ff_map.png
Other sequential cells in the stronger gray, the rest of the logic in the fainter gray.
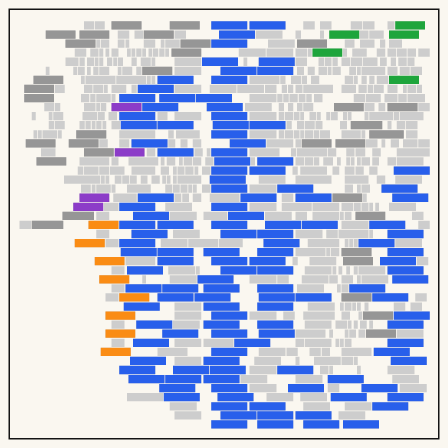
clock_nets.png
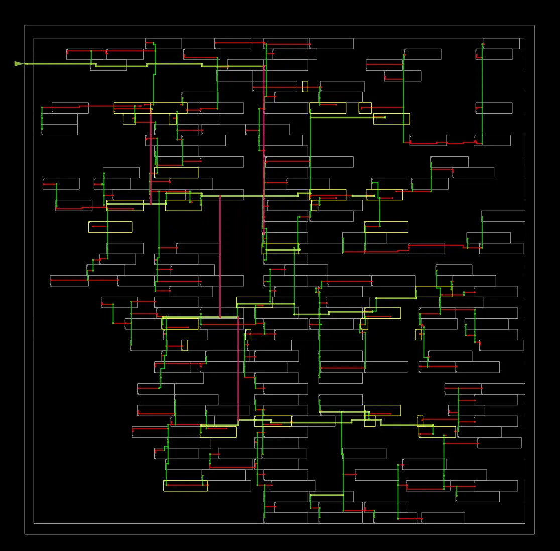
pinout.png
Pins as bars across the die edge, other pins in gray.
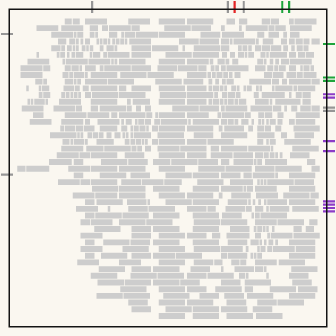
layers.png
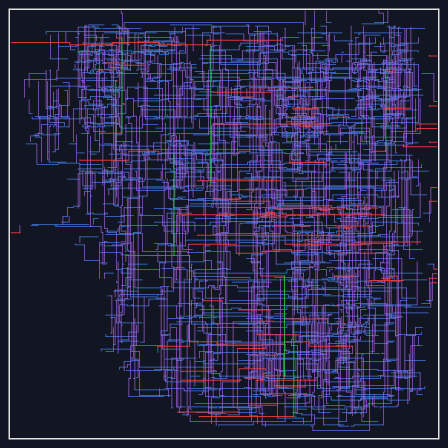
--- src/rtl/m1_uart_rx_fifo.sv ---
// m1_uart_rx_fifo
// Fabric-side 8N1 UART receiver for the Cortex-M1 UART1TXD line.
// The line is sampled 16x per bit. Each bit is read at its centre, and a short
// low glitch is rejected as a false start. Received bytes go into a
// first-word-fall-through FIFO that drives a valid/ready stream. Two sticky
// flags report a low stop bit (frame_err) and a byte dropped because the FIFO
// was full (overflow).

module m1_uart_rx_fifo #(
  parameter int CLK_HZ     = 50_000_000,
  parameter int BAUD       = 115200,
  parameter int FIFO_DEPTH = 16
) (
  input  logic                          HCLK,
  input  logic                          hwRst,
  input  logic                          rxd,
  output logic [7:0]                    rx_data,
  output logic                          rx_valid,
  input  logic                          rx_ready,
  output logic [$clog2(FIFO_DEPTH):0]   fifo_count,
  output logic                          frame_err,
  output logic                          overflow,
  input  logic                          clr_err
);

  // Clocks per oversampling tick, rounded to nearest.
  localparam int DIV = (CLK_HZ + BAUD * 8) / (BAUD * 16);
  localparam int PW  = (DIV > 1) ? $clog2(DIV) : 1;
  localparam int AW  = $clog2(FIFO_DEPTH);
  localparam int CW  = AW + 1;

  localparam logic [PW-1:0] DIV_LAST   = PW'(DIV - 1);
  localparam logic [CW-1:0] COUNT_FULL = CW'(FIFO_DEPTH);

  // Parameter sanity: refuse to elaborate an unusable divider or FIFO size.
  if (DIV < 1) begin : gBadDiv
    $error("m1_uart_rx_fifo: CLK_HZ too low for BAUD (DIV < 1)");
  end
  if (FIFO_DEPTH < 2 || (FIFO_DEPTH & (FIFO_DEPTH - 1)) != 0) begin : gBadDepth
    $error("m1_uart_rx_fifo: FIFO_DEPTH must be a power of two >= 2");
  end

  typedef enum logic [2:0] {
    ST_IDLE,
    ST_START,
    ST_DATA,
    ST_STOP,
    ST_BREAK
  } state_t;

  logic          sync1_q;
  logic          rxdS_q;
  logic [PW-1:0] presc_q;
  logic          tick;
  logic          startDet;

  state_t        state_q;
  logic [3:0]    scnt_q;
  logic [2:0]    bcnt_q;
  logic [7:0]    shreg_q;
  logic          pushReq_q;
  logic          frameErr_q;

  logic [7:0]    mem_q [FIFO_DEPTH];
  logic [AW-1:0] wrPtr_q, wrPtr_d;
  logic [AW-1:0] rdPtr_q, rdPtr_d;
  logic [CW-1:0] count_q, count_d;
  logic [7:0]    rxData_q, rxData_d;
  logic          valid_q, valid_d;
  logic          overflow_q;

  logic          pop;
  logic          full;
  logic          wrEn;
  logic          ovfSet;
  logic          headFromPush;

  // Two-flop synchronizer. It resets to the idle-high line level so that
  // reset never produces a false start.
  always_ff @(posedge HCLK or posedge hwRst) begin
    if (hwRst) begin
      sync1_q <= 1'b1;
      rxdS_q  <= 1'b1;
    end else begin
      sync1_q <= rxd;
      rxdS_q  <= sync1_q;
    end
  end

  assign tick     = (presc_q == DIV_LAST);
  assign startDet = (state_q == ST_IDLE) && !rxdS_q;

  // Oversampling prescaler. It free-runs and realigns to the start edge so
  // that tick phase is fixed relative to the frame.
  always_ff @(posedge HCLK or posedge hwRst) begin
    if (hwRst) begin
      presc_q <= '0;
    end else if (startDet || tick) begin
      presc_q <= '0;
    end else begin
      presc_q <= presc_q + 1'b1;
    end
  end

  // Receive FSM. It finds the start bit, samples each bit at its centre and
  // requests a FIFO push on a good stop bit. A low stop bit flags a framing
  // error and waits out the break.
  always_ff @(posedge HCLK or posedge hwRst) begin
    if (hwRst) begin
      state_q    <= ST_IDLE;
      scnt_q     <= '0;
      bcnt_q     <= '0;
      shreg_q    <= '0;
      pushReq_q  <= 1'b0;
      frameErr_q <= 1'b0;
    end else begin
      pushReq_q <= 1'b0;
      if (clr_err) begin
        frameErr_q <= 1'b0;
      end
      unique case (state_q)
        ST_IDLE: begin
          if (!rxdS_q) begin
            state_q <= ST_START;
            scnt_q  <= '0;
          end
        end
        ST_START: begin
          if (tick) begin
            if (scnt_q == 4'd7) begin
              if (!rxdS_q) begin
                state_q <= ST_DATA;
                scnt_q  <= '0;
                bcnt_q  <= '0;
              end else begin
                state_q <= ST_IDLE;
              end
            end else begin
              scnt_q <= scnt_q + 4'd1;
            end
          end
        end
        ST_DATA: begin
          if (tick) begin
            scnt_q <= scnt_q + 4'd1;
            if (scnt_q == 4'd15) begin
              shreg_q <= {rxdS_q, shreg_q[7:1]};
              if (bcnt_q == 3'd7) begin
                state_q <= ST_STOP;
              end else begin
                bcnt_q <= bcnt_q + 3'd1;
              end
            end
          end
        end
        ST_STOP: begin
          if (tick) begin
            scnt_q <= scnt_q + 4'd1;
            if (scnt_q == 4'd15) begin
              if (rxdS_q) begin
                pushReq_q <= 1'b1;
                state_q   <= ST_IDLE;
              end else begin
                frameErr_q <= 1'b1;
                state_q    <= ST_BREAK;
              end
            end
          end
        end
        ST_BREAK: begin
          if (rxdS_q) begin
            state_q <= ST_IDLE;
          end
        end
        default: begin
          state_q <= ST_IDLE;
        end
      endcase
    end
  end

  // A push into a full FIFO is accepted only when the head leaves in the
  // same cycle. Otherwise the byte is dropped and overflow is flagged.
  assign pop    = valid_q & rx_ready;
  assign full   = (count_q == COUNT_FULL);
  assign wrEn   = pushReq_q & (~full | pop);
  assign ovfSet = pushReq_q & full & ~pop;

  // The new byte becomes the head directly when the FIFO is, or is about to
  // be, empty.
  assign headFromPush = wrEn && ((count_q == '0) || ((count_q == CW'(1)) && pop));

  // Next-state for pointers, occupancy and the registered head byte. The
  // head keeps its last value once the FIFO drains.
  always_comb begin
    wrPtr_d  = wrPtr_q;
    rdPtr_d  = rdPtr_q;
    count_d  = count_q;
    rxData_d = rxData_q;
    if (wrEn) begin
      wrPtr_d = wrPtr_q + 1'b1;
    end
    if (pop) begin
      rdPtr_d = rdPtr_q + 1'b1;
    end
    if (wrEn && !pop) begin
      count_d = count_q + 1'b1;
    end else if (!wrEn && pop) begin
      count_d = count_q - 1'b1;
    end
    if (headFromPush) begin
      rxData_d = shreg_q;
    end else if (count_d != '0) begin
      rxData_d = mem_q[rdPtr_d];
    end
    valid_d = (count_d != '0);
  end

  // FIFO storage. It needs no reset because the head is presented from its
  // own register.
  always_ff @(posedge HCLK) begin
    if (wrEn) begin
      mem_q[wrPtr_q] <= shreg_q;
    end
  end

  // FIFO control registers and the registered stream outputs.
  always_ff @(posedge HCLK or posedge hwRst) begin
    if (hwRst) begin
      wrPtr_q  <= '0;
      rdPtr_q  <= '0;
      count_q  <= '0;
      rxData_q <= 8'h00;
      valid_q  <= 1'b0;
    end else begin
      wrPtr_q  <= wrPtr_d;
      rdPtr_q  <= rdPtr_d;
      count_q  <= count_d;
      rxData_q <= rxData_d;
      valid_q  <= valid_d;
    end
  end

  // Sticky overflow flag. A new overflow beats a simultaneous clear.
  always_ff @(posedge HCLK or posedge hwRst) begin
    if (hwRst) begin
      overflow_q <= 1'b0;
    end else if (ovfSet) begin
      overflow_q <= 1'b1;
    end else if (clr_err) begin
      overflow_q <= 1'b0;
    end
  end

  assign rx_data    = rxData_q;
  assign rx_valid   = valid_q;
  assign fifo_count = count_q;
  assign frame_err  = frameErr_q;
  assign overflow   = overflow_q;

endmodule

--- config.mk ---
export PLATFORM = sky130hd
export DESIGN_NAME = m1_uart_rx_fifo
export DESIGN_NICKNAME = d
export VERILOG_FILES = /design/src/rtl/m1_uart_rx_fifo.sv
export SDC_FILE = /design/constraint.sdc
export NUM_CORES = 1
export LEC_CHECK = 0
export CAP_MARGIN = 20
export CORE_MARGIN = 2
export CORE_UTILIZATION = 56
export CTS_CLUSTER_SIZE = 40
export DETAILED_ROUTE_END_ITERATION = 10
export PLACE_DENSITY = 0.76
export RECOVER_POWER = 50
export SLEW_MARGIN = 10
export SYNTH_ARGS = -nofsm -noshare
export SYNTH_HDL_FRONTEND = slang
export SYNTH_SLANG_ARGS = --single-unit
--- constraint.sdc ---
create_clock -name HCLK -period 2.6 [get_ports HCLK]
set_clock_uncertainty 0.15 [all_clocks]
set_input_delay 0.52 -clock HCLK [delete_from_list [all_inputs] [get_ports HCLK]]
set_output_delay 0.52 -clock HCLK [all_outputs]
set_load 0.02 [all_outputs]
==> GITHUB_STEP_SUMMARY <==
### Flow metrics

| Metric | Value |
|---|---|
| Status | `finished clean` |
| Count of input and output buffers | `20` |
| Timing endpoint of the critical path | `rx_data[6]$_DFFE_PP0P_` |
| Worst reg-to-reg setup slack | `between 0.09 and 0.1 ns` |
| Per-cell via count in the routed design | `around 6.3` |
| Tool Warnings | `34` |
| Clock network power | `2620 uW` |
| Max cap viols | `0` |
| Largest area class, layout | `flip-flops and latches` |
| Arrival time of data at the critical path endpoint | `2.70 ns` |
| P_sw | `~2700 uW` |
| Post-cts hold buffer count | `0` |
| Number of antenna cells inserted | `0` |
| Main synth FF type | `sky130_fd_sc_hd__edfxtp_1` |
| Fraction of the mapped netlist area in simple logic gates | `0.0873` |
| Violation tally from detailed-route iteration zero | `508` |
| Multi-input gate count | `332` |
| Slew at the pin with the worst max-slew slack | `0.796 ns` |
| Highest routing layer actually used | `met4` |
| Multi-input gate share of total cell area | `0.328` |
| Final setup violation count | `0` |
| Average routed wire per standard cell | `22.6 um` |
| Top power group | `registers` |
| Area fraction in compound gates after synthesis | `0.0524` |
| Count of filler cells inserted in the layout | `961` |
| Global-route wire length before repair | `roughly 29000 um` |
| Number of cells on the worst hold path | `0` |
| Ports placed on the boundary | `21` |
| # DRC | `0` |
| Total internal power | `6180 uW` |
| Chip Area, Yosys | `between 8000 and 9000 um^2` |
| Buf/Inv on CP | `2` |
| Endpoint of the most critical register-to-register path | `rx_data[6]$_DFFE_PP0P_` |
| Non-clock inverter count | `18` |
| CTS tree | `done` |
| Power in combinational cells | `between 2000 and 3000 uW` |
| RSZ-0062 raised after global routing | `false` |
| Most common library cells after synthesis | `128 x sky130_fd_sc_hd__edfxtp_1, 68 x sky130_fd_sc_hd__mux4_2, 48 x sky130_fd_sc_hd__dfrtp_1` |
| Synthesized area per cell | `15.4 um^2` |
| Top Layout Cells | `128 x sky130_fd_sc_hd__edfxtp_1, 68 x sky130_fd_sc_hd__mux4_2, 46 x sky130_fd_sc_hd__dfrtp_1, 43 x sky130_fd_sc_hd__nor2_1, 43 x sky130_fd_sc_hd__buf_4` |
| Kind of end point of the critical path | `flip-flop` |
| Cell with the largest stage delay on the worst path | `sky130_fd_sc_hd__or3_2` |
| Critical Path, Cell by Cell | `inv_1 -> ha_1 -> nand4bb_1 -> a32o_1 -> a22oi_2 -> a211oi_4 -> buf_12 -> or3_2 -> a31oi_1` |
| Total global routing overflow | `0` |
| Post-Place Setup Slack | `-0.374 ns` |
| Pwr Total | `between 8000 and 9000 uW` |
| Switching share of total power | `0.300` |
| Number of flip-flops under the largest register name | `128` |
| Met3 Use GR | `0.0553` |
| Area of the multi-input gates | `roughly 3300 um^2` |
| Largest fanout of any net on the critical path | `17` |
| Buffers inserted by post-CTS timing repair | `0` |
| Most congested layer reported by global routing | `met2` |
| Iteration count of the initial detailed-routing pass | `6` |
| Highest Clock Rate | `0.399 GHz` |
| Beginning of the critical path | `fifo_count[1]$_DFF_PP0_` |
| Dominant logic cell type in the layout | `sky130_fd_sc_hd__edfxtp_1` |
| Family with the most delay on the worst path | `AND-OR/OR-AND gates` |
| Met2 global-route usage | `0.405` |
| Non-CTS buffers | `between 70 and 80` |
| Die width | `128 um` |
| Adder-cell share of the synthesized area | `0.0202` |
| Root Driver | `sky130_fd_sc_hd__clkbuf_16` |
| Register clock-pin slew on the reported worst setup and hold paths | `roughly 0.060 ns` |
| Final clock-cell share | `0.0596` |
| Area fraction in mux cells | `0.206` |
| Gate Count Post-Synth | `561` |
| Area taken by flip-flops and latches | `5100 um^2` |
| Worst hold path startpoint | `sync1_q$_DFF_PP1_` |
| Worst slew margin relative to its limit | `0.469` |
| Sequential fraction of total cell area | `0.504` |
| Count of H-tree levels built during CTS | `4` |
| Req. time, crit path | `2.79 ns` |
| Pin count of the biggest net entering global routing | `~67` |
| Antenna violations before repair | `0` |
| Slew Viols, Final | `0` |
| Num sequential | `178` |
Back to the opening pictures, ff_map.png:
- orange: shreg_q (placed flops 8)
- blue: mem_q (placed flops 128)
- green: fifo_count (placed flops 5; where upper right)
- purple: wrPtr_q (placed flops 4; where middle left)

Back to the opening pictures, clock_nets.png:
number of clock buffers inserted by TritonCTS: 17
Clock Sinks: 178
total of clock buffers placed in the layout: 22

Back to the opening pictures, pinout.png:
- purple: rx_data (pins 8; direction output; edge right)
- green: fifo_count (pins 5; direction output; edge 3 right, 2 top)
- red: clr_err (pins 1; direction input; edge top)

Back to the opening pictures, layers.png:
- red: M3 (wire length 1160 um)
- purple: M2 (wire length 9570 um)
- green: M4 (wire length 234 um)
- blue: M1 (wire length 7660 um)
vias after detailed routing: 5208
GR Util All Layers: 0.237

No activity file was given, so power comes from the tool's default toggle rates.
